==> src/rtl/xbar_pkg.sv <==
// Shared AXI crossbar definitions: response codes and the default-slave FSM state types.
package xbar_pkg;

  localparam logic [1:0] RESP_OKAY   = 2'b00;
  localparam logic [1:0] RESP_EXOKAY = 2'b01;
  localparam logic [1:0] RESP_SLVERR = 2'b10;
  localparam logic [1:0] RESP_DECERR = 2'b11;

  typedef enum logic {
    R_IDLE,
    R_DATA
  } rd_state_t;

  typedef enum logic [1:0] {
    W_IDLE,
    W_DATA,
    W_RESP
  } wr_state_t;

endpackage

==> src/rtl/sat_counter.sv <==
// Saturating up-counter: increments on inc_i and holds at all-ones.
module sat_counter #(
  parameter int WIDTH = 16
) (
  input  logic             clk_i,
  input  logic             rst_ni,
  input  logic             inc_i,
  output logic [WIDTH-1:0] count_o
);

  logic [WIDTH-1:0] count_q, count_d;

  always_comb begin
    count_d = count_q;
    if (inc_i && (count_q != {WIDTH{1'b1}})) begin
      count_d = count_q + 1'b1;
    end
  end

  always_ff @(posedge clk_i or negedge rst_ni) begin
    if (!rst_ni) begin
      count_q <= '0;
    end else begin
      count_q <= count_d;
    end
  end

  assign count_o = count_q;

endmodule

==> src/rtl/xbar_default_slave.sv <==
// AXI responder for unmapped addresses: every burst completes with DECERR, no data stored.
// Define DEFAULT_SLAVE_ERR_CNT_EN to build the saturating completed-transaction counters.
module xbar_default_slave
  import xbar_pkg::*;
#(
  parameter int IDS_WIDTH  = 5,
  parameter int ADDR_WIDTH = 32,
  parameter int LEN_WIDTH  = 4,
  parameter int SIZE_WIDTH = 3,
  parameter int DATA_WIDTH = 32,
  parameter int STRB_WIDTH = 4
) (
  input  logic                  ACLK,
  input  logic                  ARESETn,
  input  logic [IDS_WIDTH-1:0]  ARID,
  input  logic [ADDR_WIDTH-1:0] ARADDR,
  input  logic [LEN_WIDTH-1:0]  ARLEN,
  input  logic [SIZE_WIDTH-1:0] ARSIZE,
  input  logic [1:0]            ARBURST,
  input  logic                  ARVALID,
  output logic                  ARREADY,
  output logic [IDS_WIDTH-1:0]  RID,
  output logic [DATA_WIDTH-1:0] RDATA,
  output logic [1:0]            RRESP,
  output logic                  RLAST,
  output logic                  RVALID,
  input  logic                  RREADY,
  input  logic [IDS_WIDTH-1:0]  AWID,
  input  logic [ADDR_WIDTH-1:0] AWADDR,
  input  logic [LEN_WIDTH-1:0]  AWLEN,
  input  logic [SIZE_WIDTH-1:0] AWSIZE,
  input  logic [1:0]            AWBURST,
  input  logic                  AWVALID,
  output logic                  AWREADY,
  input  logic [DATA_WIDTH-1:0] WDATA,
  input  logic [STRB_WIDTH-1:0] WSTRB,
  input  logic                  WLAST,
  input  logic                  WVALID,
  output logic                  WREADY,
  output logic [IDS_WIDTH-1:0]  BID,
  output logic [1:0]            BRESP,
  output logic                  BVALID,
  input  logic                  BREADY,
  output logic [15:0]           rd_err_cnt,
  output logic [15:0]           wr_err_cnt
);

  rd_state_t            rd_state_q, rd_state_d;
  wr_state_t            wr_state_q, wr_state_d;
  logic [IDS_WIDTH-1:0] rid_q, rid_d;
  logic [LEN_WIDTH-1:0] rlen_q, rlen_d;
  logic [LEN_WIDTH-1:0] rbeat_q, rbeat_d;
  logic [IDS_WIDTH-1:0] bid_q, bid_d;
  logic                 rdy_en_q;

  logic ar_hs, r_hs, aw_hs, w_hs, b_hs;

  // Address/data payload is irrelevant to an error responder.
  logic unused_inputs;
  assign unused_inputs = ^{ARADDR, ARSIZE, ARBURST, AWADDR, AWLEN, AWSIZE, AWBURST, WDATA, WSTRB};

  assign ARREADY = (rd_state_q == R_IDLE) && rdy_en_q;
  assign RVALID  = (rd_state_q == R_DATA);
  assign RLAST   = RVALID && (rbeat_q == rlen_q);
  assign RID     = rid_q;
  assign RDATA   = '0;
  assign RRESP   = RESP_DECERR;

  assign AWREADY = (wr_state_q == W_IDLE) && rdy_en_q;
  assign WREADY  = (wr_state_q == W_DATA);
  assign BVALID  = (wr_state_q == W_RESP);
  assign BID     = bid_q;
  assign BRESP   = RESP_DECERR;

  assign ar_hs = ARVALID && ARREADY;
  assign r_hs  = RVALID && RREADY;
  assign aw_hs = AWVALID && AWREADY;
  assign w_hs  = WVALID && WREADY;
  assign b_hs  = BVALID && BREADY;

  always_comb begin
    rd_state_d = rd_state_q;
    rid_d      = rid_q;
    rlen_d     = rlen_q;
    rbeat_d    = rbeat_q;
    case (rd_state_q)
      R_IDLE: begin
        if (ar_hs) begin
          rid_d      = ARID;
          rlen_d     = ARLEN;
          rbeat_d    = '0;
          rd_state_d = R_DATA;
        end
      end
      R_DATA: begin
        if (r_hs) begin
          if (RLAST) begin
            rd_state_d = R_IDLE;
          end else begin
            rbeat_d = rbeat_q + 1'b1;
          end
        end
      end
      default: rd_state_d = R_IDLE;
    endcase
  end

  // Write length is ignored; WLAST alone ends the burst.
  always_comb begin
    wr_state_d = wr_state_q;
    bid_d      = bid_q;
    case (wr_state_q)
      W_IDLE: begin
        if (aw_hs) begin
          bid_d      = AWID;
          wr_state_d = W_DATA;
        end
      end
      W_DATA: begin
        if (w_hs && WLAST) begin
          wr_state_d = W_RESP;
        end
      end
      W_RESP: begin
        if (b_hs) begin
          wr_state_d = W_IDLE;
        end
      end
      default: wr_state_d = W_IDLE;
    endcase
  end

  always_ff @(posedge ACLK or negedge ARESETn) begin
    if (!ARESETn) begin
      rd_state_q <= R_IDLE;
      wr_state_q <= W_IDLE;
      rid_q      <= '0;
      rlen_q     <= '0;
      rbeat_q    <= '0;
      bid_q      <= '0;
      rdy_en_q   <= 1'b0;
    end else begin
      rd_state_q <= rd_state_d;
      wr_state_q <= wr_state_d;
      rid_q      <= rid_d;
      rlen_q     <= rlen_d;
      rbeat_q    <= rbeat_d;
      bid_q      <= bid_d;
      rdy_en_q   <= 1'b1;
    end
  end

`ifdef DEFAULT_SLAVE_ERR_CNT_EN
  sat_counter #(
    .WIDTH(16)
  ) u_rd_cnt (
    .clk_i  (ACLK),
    .rst_ni (ARESETn),
    .inc_i  (r_hs && RLAST),
    .count_o(rd_err_cnt)
  );

  sat_counter #(
    .WIDTH(16)
  ) u_wr_cnt (
    .clk_i  (ACLK),
    .rst_ni (ARESETn),
    .inc_i  (b_hs),
    .count_o(wr_err_cnt)
  );
`else
  assign rd_err_cnt = 16'd0;
  assign wr_err_cnt = 16'd0;
`endif

endmodule

==> config.mk <==
export PLATFORM = sky130hd
export DESIGN_NAME = xbar_default_slave
export DESIGN_NICKNAME = d
export VERILOG_FILES = /design/src/rtl/xbar_pkg.sv /design/src/rtl/sat_counter.sv /design/src/rtl/xbar_default_slave.sv
export SDC_FILE = /design/constraint.sdc
export NUM_CORES = 1
export LEC_CHECK = 0
export ABC_AREA = 1
export CAP_MARGIN = 20
export CORE_ASPECT_RATIO = 1.4
export CORE_MARGIN = 10
export CORE_UTILIZATION = 24
export CTS_CLUSTER_SIZE = 28
export DETAILED_ROUTE_END_ITERATION = 12
export HOLD_SLACK_MARGIN = 0.15
export PLACE_DENSITY = 0.8
export SETUP_SLACK_MARGIN = 0.05
export SYNTH_ARGS = -nofsm -noshare
export SYNTH_HDL_FRONTEND = slang
export SYNTH_HIERARCHICAL = 1
export SYNTH_SLANG_ARGS = --single-unit
==> constraint.sdc <==
create_clock -name ACLK -period 1.6 [get_ports ACLK]
set_clock_uncertainty 0.05 [all_clocks]
set_input_delay 0.16 -clock ACLK [delete_from_list [all_inputs] [get_ports ACLK]]
set_output_delay 0.16 -clock ACLK [all_outputs]
set_load 0.02 [all_outputs]
==> run_1/final_clocks.png <==
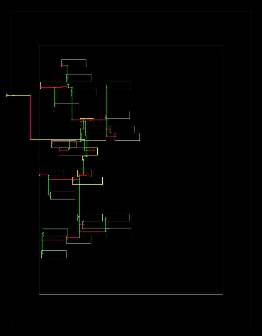
clock group power: 0.514 mW
seq_cells: 22
Latency at later pin: 0.26 ns

==> run_1/clock_map.png <==
Drawn at 4 px/micron.
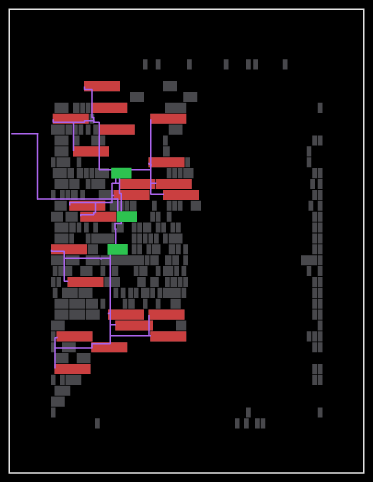
[green] cells driving clock nets | count: 3
[red] flip-flops | count: 22
[purple] clock wires | length: 275 microns
routed clock nets	4

==> run_1/cell_classes.png <==
Drawn at 2 px/micron.
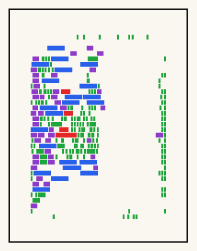
colour	class	cells	share of their area
purple	other buffers and delay cells	44	23%
red	clock drivers and dummy loads	4	4.0%
green	all other logic	171	42%
blue	flip-flops	22	31%

==> run_1/port_nets.png <==
Drawn at 4 px/micron.
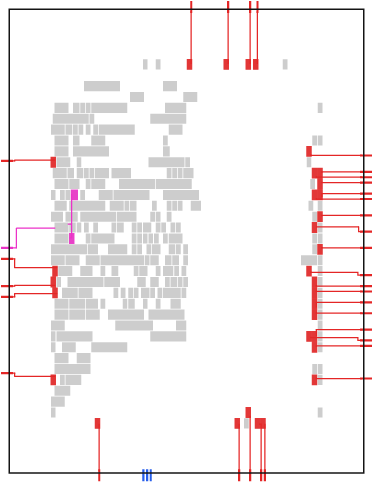
colour	port	bits	direction	edge	end cells
red	RDATA	32	output	18 east, 5 south, 5 west, 4 north	32
blue	ARSIZE	3	input	south	0
magenta	WLAST	1	input	west	2

==> run summary, run 1 <==
Fin crit share: 92.1%
Simple share: 20.4%
Leading cell kind: combinational gates
Die y size: 116 microns
Pint: 1.77 mW
Met2 Use GR: 10.3%
Mux share: 3.83%
Htree depth: 1
TAP cells: 72
Adder Area Share: 0.799%
Number of DRC markers in iteration 0: 11
Setup crit start: wr_state_q[1]
Finished Core Util: 30.1%
Post-route ant nets: 0
Clk tree area frac: 3.76%
R2r worst-path depth: 6
Grt peak-use layer: met2
Die Size: 10200 sq um
Crit path max-delay family: flip-flops
Placed Cells: 304
Routed WL: 3490 microns
Post-synth EDFFs: 0
Fillers: 655
Dpl hpwl: 3070 microns
Bufs w/o clock: 44
Status: finished clean
Pre-CTS setup slack: 0.102 ns
CP Buf/Inv Count: 1
Comb/total area: 37.1%
CP Capture Type: output port
RSZ-0062 raised after global routing: yes
Grt met3 use: 4.14%
Ao+oa area frac: 2.24%
Cell area leaders: dfrtp_1 35%, buf_4 33%, nand2_1 11%, inv_1 3.8%, nand3_1 3.2%
Leading power group: combinational cells
Critical path depth: 2
IO Port Bufs: 37
Count of cell types in the netlist: 17
Comb area: 703 sq um
Dominant synthesized flop cell: dfrtp_1
Cells after Synth: 195
Crit path DAT: 1.26 ns
Critical Path RT: 1.39 ns
Critical path, cell by cell: nor3_4 -> dlygate4sd2_1
Die W: 88.3 microns
Combinational gates: 155
Post-synth top area cell: dfrtp_1
Ys async rst share: 100%
Wire per inst: 11.2 microns
Max incr delay on CP: 0.43 ns
Core box area: 6300 sq um
Layout Cells excl Fill: 313
Reg area: 552 sq um
Setup TNS Final: 0 ns
Seq pwr share: 32.5%
Fmax: 0.678 GHz
M1 wire length: 1160 microns
Routability cong.: 0.720
Sequential power: 0.979 mW
Clock share of power: 17.1%
Clock buf count: 3
Min Hold Slack: 0.194 ns
GRT Overall Usage: 5.96%
Cts hold-fix bufs: 0
DRC viols: 0
Pleak: 1.05 nW
Met1 usage: 5.37%
Min-Delay Path Class: in -> async
Reg2Reg Setup Slack: 0.23 ns
Dpl cell area: 1770 sq um
WS Path Type: reg -> out
Slowest cell on crit path: dfrtp_1
Top layer reached by signal wires: met4
Seq/Total Area, Yosys: 35.1%
## Run 2: what changed since run 1
ABC_CLOCK_PERIOD_IN_PS = 1800   (was unset)
CORE_AREA = 2 2 86 88   (was unset)
CORE_ASPECT_RATIO = unset   (was 1.4)
CORE_MARGIN = unset   (was 10)
CORE_UTILIZATION = unset   (was 24)
DIE_AREA = 0 0 88 90   (was unset)
PLACE_DENSITY = 0.76   (was 0.8)
clock period = 1.8 ns   (was 1.6 ns; I/O delays follow)
==> run_2/met3.png <==
Drawn at 4 px/micron.
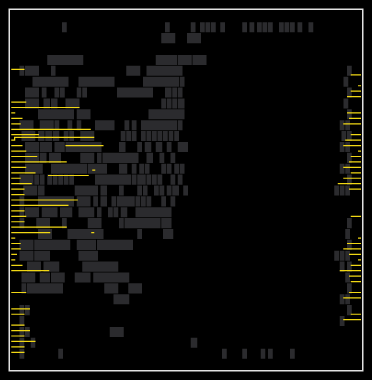
main direction	horizontal
share of all routed wire	14%
nets with wire on the layer	76
wire length on this layer	348 microns
longest straight run	19.8 microns

==> run_2/cell_classes.png <==
Drawn at 3 px/micron.
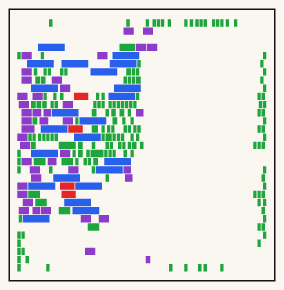
colour	class	cells	share of their area
purple	other buffers and delay cells	42	23%
red	clock drivers and dummy loads	4	3.1%
green	all other logic	171	43%
blue	flip-flops	22	31%

==> run 2 against run 1 <==
Net effect:
- sequential cell count unchanged
- die size fell by 22%
- worst hold slack better by 0.015 ns
- final cell count grew 8.0%
- critical endpoint is now RVALID
==> run summary, run 2 <==
Seq pwr share: 34.4% (was 32.5%)
Min-Delay Path Class: in -> async (unchanged)
Count of cell types in the netlist: 17 (unchanged)
M1 wire length: 898 microns (was 1160 microns)
Pint: 1.44 mW (was 1.77 mW)
Leading cell kind: combinational gates (unchanged)
Met2 Use GR: 11.7% (was 10.3%)
DRC viols: 0 (unchanged)
Cts hold-fix bufs: 0 (unchanged)
TAP cells: 99 (was 72)
Max incr delay on CP: 0.62 ns (was 0.43 ns)
Post-synth top area cell: dfrtp_1 (unchanged)
Placed Cells: 333 (was 304)
Grt met3 use: 2.57% (was 4.14%)
Seq/Total Area, Yosys: 35.1% (unchanged)
CP Buf/Inv Count: 2 (was 1)
Critical path, cell by cell: buf_4 -> clkdlybuf4s50_1 (was nor3_4 -> dlygate4sd2_1)
Critical Path RT: 1.57 ns (was 1.39 ns)
Die y size: 90 microns (was 116 microns)
Adder Area Share: 0.799% (unchanged)
Fmax: 0.617 GHz
Routed WL: 2550 microns (was 3490 microns)
Bufs w/o clock: 42 (was 44)
Dpl hpwl: 2090 microns (was 3070 microns)
Post-route ant nets: 0 (unchanged)
Setup crit start: RVALID (was wr_state_q[1])
Reg area: 551 sq um (was 552 sq um)
Top layer reached by signal wires: met4 (unchanged)
Mux share: 3.83% (unchanged)
Critical path depth: 2 (unchanged)
Sequential power: 0.850 mW (was 0.979 mW)
Cells after Synth: 195 (unchanged)
Clk tree area frac: 2.93% (was 3.76%)
Ao+oa area frac: 2.24% (unchanged)
Comb area: 686 sq um (was 703 sq um)
R2r worst-path depth: 7 (was 6)
Core box area: 7020 sq um (was 6300 sq um)
Status: finished clean (unchanged)
Fillers: 773 (was 655)
WS Path Type: reg -> out (unchanged)
Post-synth EDFFs: 0 (unchanged)
CP Capture Type: output port (unchanged)
Dominant synthesized flop cell: dfrtp_1 (unchanged)
Crit path DAT: 1.39 ns (was 1.26 ns)
Min Hold Slack: 0.210 ns (was 0.194 ns)
Crit path max-delay family: buffers and inverters (was flip-flops)
Setup TNS Final: 0 ns (unchanged)
Finished Core Util: 26.7% (was 30.1%)
IO Port Bufs: 37 (unchanged)
Clock group power: 0.347 mW (was 0.514 mW)
Ys async rst share: 100% (unchanged)
Htree depth: 1 (unchanged)
Simple share: 20.4% (unchanged)
Slowest cell on crit path: clkdlybuf4s50_1 (was dfrtp_1)
Die W: 88 microns (was 88.3 microns)
GRT Overall Usage: 6.71% (was 5.96%)
Wire per inst: 7.54 microns (was 11.2 microns)
Pleak: 1.05 nW (about the same)
Reg2Reg Setup Slack: 0.39 ns (was 0.23 ns)
Routability cong.: 0.800 (was 0.720)
Fin crit share: 90.0%
Leading power group: combinational cells (unchanged)
Die Size: 7920 sq um (was 10200 sq um)
Clock buf count: 4 (was 3)
Cell area leaders: dfrtp_1 35%, buf_4 33%, nand2_1 11%, inv_1 3.8%, nand3_1 3.2% (unchanged)
RSZ-0062 raised after global routing: no (was yes)
Power and IR drop assume default switching activity.
